File: config.mk
export PLATFORM = sky130hd
export DESIGN_NAME = stopwatch_mode_ctrl_flat
export DESIGN_NICKNAME = d
export VERILOG_FILES = /design/src/rtl/stopwatch_mode_ctrl_pkg.sv /design/src/rtl/stopwatch_mode_ctrl_if.sv /design/src/rtl/btn_debounce.sv /design/src/rtl/stopwatch_mode_ctrl.sv /design/src/flat_wrapper.sv
export SDC_FILE = /design/constraint.sdc
export NUM_CORES = 1
export LEC_CHECK = 0
export CORE_MARGIN = 4
export CORE_UTILIZATION = 45
export DETAILED_ROUTE_END_ITERATION = 8
export HOLD_SLACK_MARGIN = 0.03
export PLACE_DENSITY = 0.76
export REMOVE_ABC_BUFFERS = 1
export SYNTH_ARGS = -nofsm -noshare
export SYNTH_HDL_FRONTEND = slang
export SYNTH_SLANG_ARGS = --single-unit
File: constraint.sdc
create_clock -name clk -period 3.8 [get_ports clk]
set_input_delay 0.76 -clock clk [delete_from_list [all_inputs] [get_ports clk]]
set_output_delay 0.76 -clock clk [all_outputs]
set_load 0.01 [all_outputs]
File: src/rtl/stopwatch_mode_ctrl_pkg.sv
// Shared types and defaults for the stopwatch mode controller.
// The optional DOWN_HALT_EN build macro is consumed by stopwatch_mode_ctrl.
package stopwatch_pkg;

  localparam int CNT_W                   = 14;
  localparam int TICK_CYCLES_DEFAULT     = 1_000_000;
  localparam int DEBOUNCE_CYCLES_DEFAULT = 1_000_000;
  localparam int CNT_MAX                 = 9999;

  localparam int BTN_MODE = 0;
  localparam int BTN_RUN  = 1;
  localparam int BTN_CLR  = 2;

  typedef enum logic [1:0] {
    MODE_IDLE    = 2'b00,
    MODE_UP      = 2'b01,
    MODE_DOWN    = 2'b10,
    MODE_SW_READ = 2'b11
  } mode_t;

  typedef struct packed {
    mode_t      mode;
    logic       run;
    logic [2:0] btn_level;
  } ctrl_state_t;

  // IDLE is never a successor; it is reachable only through reset.
  function automatic mode_t next_mode(input mode_t m);
    mode_t n;
    case (m)
      MODE_IDLE:    n = MODE_UP;
      MODE_UP:      n = MODE_DOWN;
      MODE_DOWN:    n = MODE_SW_READ;
      default:      n = MODE_UP;
    endcase
    return n;
  endfunction

  function automatic logic is_counting(input mode_t m);
    return (m == MODE_UP) || (m == MODE_DOWN);
  endfunction

endpackage

File: src/rtl/stopwatch_mode_ctrl_if.sv
// Board-side signal bundle between the mode controller and the counter/FND datapath.
interface stopwatch_mode_ctrl_if;
  import stopwatch_pkg::*;

  logic [2:0]       btn;
  logic [7:0]       sw;
  logic [CNT_W-1:0] cnt_value;
  // No valid/ready pairing: each cnt_* is a one-cycle strobe that the datapath
  // must act on in the cycle it is high; at most one strobe is high per cycle.
  logic             cnt_inc;
  logic             cnt_dec;
  logic             cnt_clr;
  logic             cnt_load;
  logic [CNT_W-1:0] seg_data;
  logic [15:0]      led;

  modport master (
    input  btn, sw, cnt_value,
    output cnt_inc, cnt_dec, cnt_clr, cnt_load, seg_data, led
  );

  modport slave (
    output btn, sw, cnt_value,
    input  cnt_inc, cnt_dec, cnt_clr, cnt_load, seg_data, led
  );

endinterface

File: src/rtl/btn_debounce.sv
// Button conditioner: 2-FF synchronizer, stable-level counter and rising-edge press pulse.
module btn_debounce
  import stopwatch_pkg::*;
#(
  parameter int DEBOUNCE_CYCLES = DEBOUNCE_CYCLES_DEFAULT
) (
  input  logic clk,
  input  logic reset,
  input  logic btn_raw,
  output logic level,
  output logic press
);

  localparam int CW = (DEBOUNCE_CYCLES > 1) ? $clog2(DEBOUNCE_CYCLES) : 1;
  localparam logic [CW-1:0] CNT_LAST = CW'(DEBOUNCE_CYCLES - 1);

  logic          sync1_q, sync2_q;
  logic [CW-1:0] stable_cnt_q, stable_cnt_d;
  logic          level_q, level_d;
  logic          press_q, press_d;

  // The counter runs only while the synced input disagrees with the accepted level.
  always_comb begin
    stable_cnt_d = '0;
    level_d      = level_q;
    press_d      = 1'b0;
    if (sync2_q != level_q) begin
      if (stable_cnt_q == CNT_LAST) begin
        level_d = sync2_q;
        press_d = sync2_q;
      end else begin
        stable_cnt_d = stable_cnt_q + CW'(1);
      end
    end
  end

  always_ff @(posedge clk or posedge reset) begin
    if (reset) begin
      sync1_q      <= 1'b0;
      sync2_q      <= 1'b0;
      stable_cnt_q <= '0;
      level_q      <= 1'b0;
      press_q      <= 1'b0;
    end else begin
      sync1_q      <= btn_raw;
      sync2_q      <= sync1_q;
      stable_cnt_q <= stable_cnt_d;
      level_q      <= level_d;
      press_q      <= press_d;
    end
  end

  assign level = level_q;
  assign press = press_q;

endmodule

File: src/rtl/stopwatch_mode_ctrl.sv
// Stopwatch sequencer: mode FSM, run/pause, 10 ms prescaler, counter commands, FND/LED muxes.
// Build macro DOWN_HALT_EN: a DOWN tick at cnt_value==0 pauses instead of issuing cnt_dec.
module stopwatch_mode_ctrl
  import stopwatch_pkg::*;
#(
  parameter int TICK_CYCLES     = TICK_CYCLES_DEFAULT,
  parameter int DEBOUNCE_CYCLES = DEBOUNCE_CYCLES_DEFAULT
) (
  input  logic                  clk,
  input  logic                  reset,
  stopwatch_mode_ctrl_if.master bus,
  output ctrl_state_t           dbg_state
);

  localparam int PW = (TICK_CYCLES > 1) ? $clog2(TICK_CYCLES) : 1;
  localparam logic [PW-1:0] PRESC_LAST = PW'(TICK_CYCLES - 1);

  logic [2:0] press;
  logic [2:0] btn_level;

  for (genvar i = 0; i < 3; i++) begin : g_btn
    btn_debounce #(
      .DEBOUNCE_CYCLES(DEBOUNCE_CYCLES)
    ) u_debounce (
      .clk    (clk),
      .reset  (reset),
      .btn_raw(bus.btn[i]),
      .level  (btn_level[i]),
      .press  (press[i])
    );
  end

  mode_t            mode_q, mode_d;
  logic             run_q, run_d;
  logic [PW-1:0]    presc_q, presc_d;
  logic             inc_q, inc_d;
  logic             dec_q, dec_d;
  logic             clr_q, clr_d;
  logic             load_q, load_d;
  logic [CNT_W-1:0] seg_q, seg_d;
  logic [15:0]      led_q, led_d;

  always_comb begin
    mode_d  = mode_q;
    run_d   = run_q;
    presc_d = presc_q;
    inc_d   = 1'b0;
    dec_d   = 1'b0;
    clr_d   = 1'b0;
    load_d  = 1'b0;

    // Mode press takes priority: run and clear presses in the same cycle are dropped.
    if (press[BTN_MODE]) begin
      mode_d  = next_mode(mode_q);
      run_d   = 1'b0;
      presc_d = '0;
      if (mode_d == MODE_DOWN) load_d = 1'b1;
      else                     clr_d  = 1'b1;
    end else if (is_counting(mode_q)) begin
      if (press[BTN_RUN]) run_d = ~run_q;
      if (press[BTN_CLR]) begin
        presc_d = '0;
        if (mode_q == MODE_UP) clr_d  = 1'b1;
        else                   load_d = 1'b1;
      end else if (run_q) begin
        if (presc_q == PRESC_LAST) begin
          presc_d = '0;
          if (mode_q == MODE_UP) inc_d = 1'b1;
`ifdef DOWN_HALT_EN
          else if (bus.cnt_value == '0) run_d = 1'b0;
`endif
          else dec_d = 1'b1;
        end else begin
          presc_d = presc_q + PW'(1);
        end
      end
    end

    case (mode_q)
      MODE_UP, MODE_DOWN: seg_d = bus.cnt_value;
      MODE_SW_READ:       seg_d = {{(CNT_W-8){1'b0}}, bus.sw};
      default:            seg_d = '0;
    endcase

    led_d = {mode_d, run_d, 13'b0};
  end

  always_ff @(posedge clk or posedge reset) begin
    if (reset) begin
      mode_q  <= MODE_IDLE;
      run_q   <= 1'b0;
      presc_q <= '0;
      inc_q   <= 1'b0;
      dec_q   <= 1'b0;
      clr_q   <= 1'b0;
      load_q  <= 1'b0;
      seg_q   <= '0;
      led_q   <= '0;
    end else begin
      mode_q  <= mode_d;
      run_q   <= run_d;
      presc_q <= presc_d;
      inc_q   <= inc_d;
      dec_q   <= dec_d;
      clr_q   <= clr_d;
      load_q  <= load_d;
      seg_q   <= seg_d;
      led_q   <= led_d;
    end
  end

  assign bus.cnt_inc  = inc_q;
  assign bus.cnt_dec  = dec_q;
  assign bus.cnt_clr  = clr_q;
  assign bus.cnt_load = load_q;
  assign bus.seg_data = seg_q;
  assign bus.led      = led_q;

  assign dbg_state = '{mode: mode_q, run: run_q, btn_level: btn_level};

endmodule

File: src/flat_wrapper.sv
// flat-port wrapper written by rule: the top's interface ports become plain ports
module stopwatch_mode_ctrl_flat import stopwatch_pkg::*;
#(
  parameter int TICK_CYCLES     = TICK_CYCLES_DEFAULT,
  parameter int DEBOUNCE_CYCLES = DEBOUNCE_CYCLES_DEFAULT
)
  (clk, reset, dbg_state, bus_btn, bus_sw, bus_cnt_value, bus_cnt_inc, bus_cnt_dec, bus_cnt_clr, bus_cnt_load, bus_seg_data, bus_led);
  stopwatch_mode_ctrl_if bus_i ();
  input  logic clk;
  input  logic reset;
  output ctrl_state_t dbg_state;
  input wire logic [$bits(bus_i.btn)-1:0] bus_btn;
  input wire logic [$bits(bus_i.sw)-1:0] bus_sw;
  input wire logic [$bits(bus_i.cnt_value)-1:0] bus_cnt_value;
  output wire logic [$bits(bus_i.cnt_inc)-1:0] bus_cnt_inc;
  output wire logic [$bits(bus_i.cnt_dec)-1:0] bus_cnt_dec;
  output wire logic [$bits(bus_i.cnt_clr)-1:0] bus_cnt_clr;
  output wire logic [$bits(bus_i.cnt_load)-1:0] bus_cnt_load;
  output wire logic [$bits(bus_i.seg_data)-1:0] bus_seg_data;
  output wire logic [$bits(bus_i.led)-1:0] bus_led;
  assign bus_i.btn = bus_btn;
  assign bus_i.sw = bus_sw;
  assign bus_i.cnt_value = bus_cnt_value;
  assign bus_cnt_inc = bus_i.cnt_inc;
  assign bus_cnt_dec = bus_i.cnt_dec;
  assign bus_cnt_clr = bus_i.cnt_clr;
  assign bus_cnt_load = bus_i.cnt_load;
  assign bus_seg_data = bus_i.seg_data;
  assign bus_led = bus_i.led;
  stopwatch_mode_ctrl #(.TICK_CYCLES(TICK_CYCLES), .DEBOUNCE_CYCLES(DEBOUNCE_CYCLES)) u_core (.clk(clk), .reset(reset), .bus(bus_i), .dbg_state(dbg_state));
endmodule
**Where the registers sit**

Other sequential cells in the stronger grey, the rest of the logic in the fainter grey.
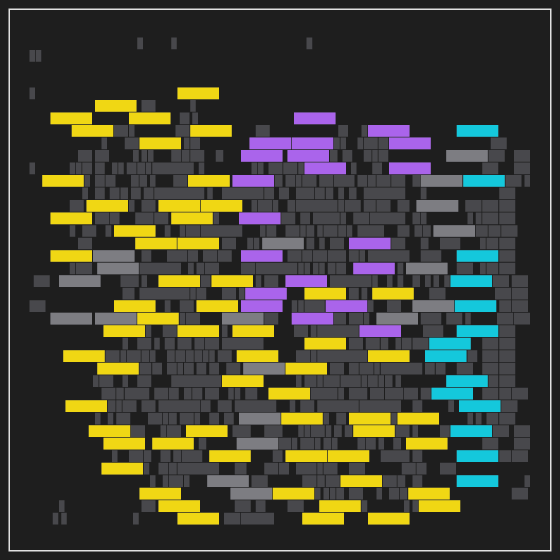
| colour | name in the netlist | sequential cells |
|---|---|---|
| yellow | `u_core.g_btn.u_debounce.stable_cnt_q` | 60 |
| purple | `u_core.presc_q` | 20 |
| cyan | `u_core.bus.seg_data` | 14 |
not coloured: 19
core utilization of the finished layout: 0.568
area used by sequential logic in the layout: 0.00283 mm2
sequential group power: 1230 uW
fraction of area in registers: 0.430

**Met1 routing**

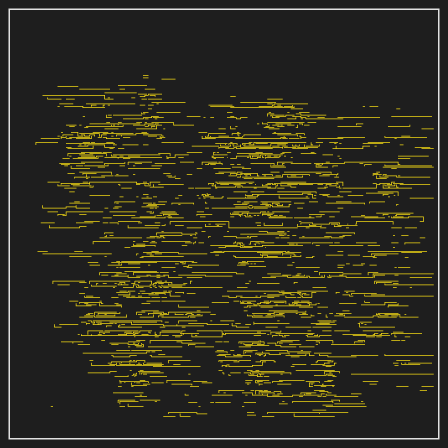
nets with wire on the layer: 536
wire length on this layer: 4910 um
longest straight run: 22.5 um
share of all routed wire: 44%
main direction: horizontal
overall routed net length: 11100 um
global-route track usage on met1: 0.203
detailed-route via count: 3892

==> results.txt <==
Flow results are below.

- The report counts max-capacitance violations totalling 0.
- The number of setup buffers added after CTS is 0, for reference.
- In this run, synthesis produced a sequential element count of 113.
- By instance count after routing, the leading logic cell types are sky130_fd_sc_hd__dfrtp_1, sky130_fd_sc_hd__nor2_1, sky130_fd_sc_hd__clkdlybuf4s50_1.
- The clock tree from TritonCTS is yes, for reference.
- The share of the Yosys chip area taken by registers is 0.525.
- Entering global routing, the biggest net connects 66 pins.
- Per the power-grid run, VDD falls by no more than 0.000239 V.
- The total setup violations reported at the end of the flow is 0, for reference.
- According to the floorplan report, the total die area is 0.0138 mm2.
- The data arrival at the endpoint of the critical path is 2.74 ns, for reference.
- The switching power summed over all nets is 651 uW, for reference.
- The residual DRC count is 0, for reference.
- The critical path is of the flip-flop to flip-flop type.
- The smallest hold slack is 0.348 ns, for reference.
- The mean instance size in the synthesized netlist is 10.4 um2, for reference.
- The worst slew slack as a fraction of its limit is 0.552, for reference.
- The warning tally printed by Yosys for this design is 0.
- Measured along the y axis, the die boundary spans about 120 um.
- The number of global-route vias before repair is a little over 4000, for reference.
- The most used logic cell in the final layout is sky130_fd_sc_hd__dfrtp_1, for reference.
- The number of max-slew violations in the final report is 0, for reference.
- The final weighted congestion recorded by global placement is 0.857.
- The setup slack of the critical path after layout is 1.33 ns, for reference.
- The cell-mix breakdown from Yosys lists the simple-gate area share as 0.244.
- The number of rows in the core area is 39, for reference.
- The delay contributed by the slowest stage of the critical path is 0.62 ns, for reference.
- The run finished with clean final reports.
- The number of cells reported by Yosys stat comes to 517.
- The pre-CTS setup check shows a worst slack of 1.46 ns.
- Dividing the detail-routed wire length by the instance count gives 15.3 um.
- The report lists the number of cells resized after CTS as 0.
- Buffers inserted to repair hold after CTS numbered 0.
- In this run the deepest clock path goes through 2 buffers.
- The count of routing violations after the opening detailed-route iteration is between 150 and 200, for reference.
- The cell area that synthesis handed to floorplanning was 0.00539 mm2.
- The count of library flops with an enable pin is 0, for reference.
- The finished cells cover ~0.0066 mm2.
- In the final timing run, aggregate negative setup slack is 0 ns.
- The depth of the critical timing path with buffers and inverters included is 7, for reference.
- According to the floorplan report, the die width is 117 um.
- Summed over all combinational cells, the power is 84.5 uW.
- The most used flip-flop cell after synthesis is sky130_fd_sc_hd__dfrtp_1.
- The power in the clock group is roughly 1700 uW, for reference.
- The final hold violation count recorded for this run is 0.
- The clock network power share is 0.564, for reference.
- Per the synth stats, the proportion of register bits with asynchronous set or reset is 1.00.
- The share of power burned in registers is 0.408, for reference.
- The insertion delay of the later-clocked pin in the worst-skew pair is 0.41 ns, for reference.
- The most heavily used metal layer in global routing is met2, for reference.
- The detailed-route wire length on metal 1 is 4910 um, for reference.
- The total length of routed met3 wires is ~510 um, for reference.
- Per the OpenROAD floorplan log, the area of the core is roughly 0.012 mm2.
- The number of antenna violations at the first check in global routing is 0.
- The number of buffers created by CTS is 17, for reference.
- Setup repair after global routing left no endpoint under its margin.
- The class of the worst hold path is flip-flop to flip-flop, for reference.
- The category of the worst setup path launch point is a flip-flop, for reference.
- The post-route antenna net violation count is 0, for reference.
- The period utilization is 0.650, for reference.
- The signal on the critical path passes through inv_1 > ha_1 > o21ai_2 > and2_1 > nor4_1 > xnor2_1 > nor2_1.
- Summed over all layers, the global routing overflow is 0.
- Data on the critical path is required at its endpoint by 4.07 ns.
- roughly 67 I/O pins were placed.
- In this run, the synthesized area fraction spent on adder and majority cells is recorded as 0.0186.
- The post-placement cell area is roughly 0.0059 mm2.
- After clock tree synthesis, the clock-pin slew on the worst setup and hold paths is approximately 0.05 ns.
- The kind of cell with the highest combined delay along the critical path is simple AND/OR/NAND/NOR gates.
- The internal portion of the total power is ~2400 uW.
- The first global-routing pass estimated ~19000 um of wire.
- The met2 track utilization from global routing is 0.285, for reference.
- The worst path in the final design needs a cycle of 2.47 ns, including I/O delays and setup.
- The clock arrives with 0.0131 ns of skew.
- Excluding fillers, the count of instances in the completed layout stands at 726.
- The total of buffers placed on input and output ports is 53, for reference.
- Along the worst hold path, the cell count comes to 0.
- The net total in the final layout is 605, for reference.
- For this run, the total global-route usage over all layers was measured as 0.168.
- The proportion of netlist area held by the largest area contributor is 0.525, for reference.
- In this run the clock root is driven by a sky130_fd_sc_hd__clkbuf_16.
- The H-tree generated during clock tree synthesis spans 4 levels.
- On the critical path, the stage with the largest delay is an instance of sky130_fd_sc_hd__ha_1.
- In the power breakdown, the biggest contributor is clock.
- The share of the core area taken by cells at floorplan is 0.466.
- In this run, the synthesized area fraction spent on AND-OR/OR-AND gates is recorded as 0.0400.
- In this build the clock could be raised as far as 405 MHz.
- In this run, the synthesized area fraction spent on xor and xnor cells is recorded as 0.115.
- The HPWL after detailed placement is 7030 um.
- The routed design shows a via density per instance of 5.36.
- The detailed-routing iteration count for the pre-antenna-repair pass is 4, for reference.
- The synthesized chip area reported by yosys is 0.00539 mm2, for reference.
- The switching portion of total power comes to 0.217.
- Per the detail_route log, met2 wirelength is approximately 5500 um.
- The type of destination of the critical path is a flip-flop, for reference.
- The final antenna diode tally reported by the flow is 0.
- For met3 alone, demand over resource in global routing was 0.0544.
- The actual slew at the worst max-slew pin is around 0.67 ns, for reference.
- The total placed cells including tap cells is 694, for reference.
- The main logic family after synthesis is simple AND/OR/NAND/NOR gates, for reference.
- Ranked by total cell area, the synthesized netlist is headed by sky130_fd_sc_hd__dfrtp_1, sky130_fd_sc_hd__nor2_1, sky130_fd_sc_hd__xor2_1.
- The flow reported a cell area power density of 457 mW/mm2.
- The leakage power total is around 0.0029 uW, for reference.
- The number of cells on the worst reg-to-reg path is 7.
- The proportion of power drawn by combinational gates is 0.028, for reference.
- The dominant cell type by area after synthesis is sky130_fd_sc_hd__dfrtp_1, for reference.
- The number of filler cells placed in the layout is between 900 and 1000, for reference.
- The number of warnings in the stage logs is 28, for reference.
- For reference, the mux area share after synthesis is 0.0102.
- After layout, the design draws a total of 3000 uW.
- Per the post-run analysis, buffers plus inverters along the critical path come to 1.
- Per the final layout report, the fraction of cells sized above drive strength 1 comes to 0.0961.
- The highest metal layer carrying signal wires in the routed design is met4.
- The number of sinks handled by clock tree synthesis is 113, for reference.
- The synthesized netlist cell count is 517, for reference.
- Between the synthesized netlist and the finished layout, the area growth was recorded as 22.0%.
- The maximum net fanout on the critical path is 18, for reference.
- The number of unique standard cell types used by synthesis is 52, for reference.
[registers in the layout (all words and copies together) (netlist names)]
register	flops
u_core.bus.led	1
u_core.g_btn.u_debounce.sync2_q	3
u_core.g_btn.u_debounce.sync1_q	3
u_core.presc_q	20
u_core.bus.seg_data	14
u_core.g_btn.u_debounce.press	3
u_core.g_btn.u_debounce.stable_cnt_q	60
u_core.bus.cnt_inc	1
u_core.bus.cnt_dec	1
u_core.bus.cnt_clr	1
u_core.mode_q	2
u_core.g_btn.u_debounce.level	3
u_core.bus.cnt_load	1
[Yosys cell counts (all sizes together), types with 8 or more instances]
cell,n
xor2,39
nor3,14
nand4,22
dfrtp,113
buf,28
nand2,38
nor2,92
and3,17
ha,8
nor4,8
and2,10
xnor2,32
nand3,29
a22oi,8
[cell type report]
class	count	area, um2	share of cell area
tap	143	179	0.0272
multi-input combinational	377	2360	0.359
timing repair buffer	54	551	0.0837
clock inverter	15	205	0.0312
clock buffer	17	425	0.0647
inverter	7	28.8	0.00438
sequential	113	2830	0.430
[path summary, 6_finish.rpt]
check,slack (ns),start,endpoint
hold reg to reg,0.35,u_core.g_btn[1].u_debounce.sync1_q$_DFF_PP0_,u_core.g_btn[1].u_debounce.sync2_q$_DFF_PP0_
hold / removal,0.35,u_core.g_btn[1].u_debounce.sync1_q$_DFF_PP0_,u_core.g_btn[1].u_debounce.sync2_q$_DFF_PP0_
setup reg to reg,1.33,u_core.mode_q[0]$_DFFE_PP0P_,u_core.presc_q[12]$_DFFE_PP0P_
max in group asynchronous,2.25,reset,u_core.presc_q[1]$_DFFE_PP0P_
min in group asynchronous,0.79,reset,u_core.g_btn[1].u_debounce.stable_cnt_q[0]$_DFF_PP0_
setup / recovery,1.33,u_core.mode_q[0]$_DFFE_PP0P_,u_core.presc_q[12]$_DFFE_PP0P_
Power is estimated from default activity; no workload was simulated.
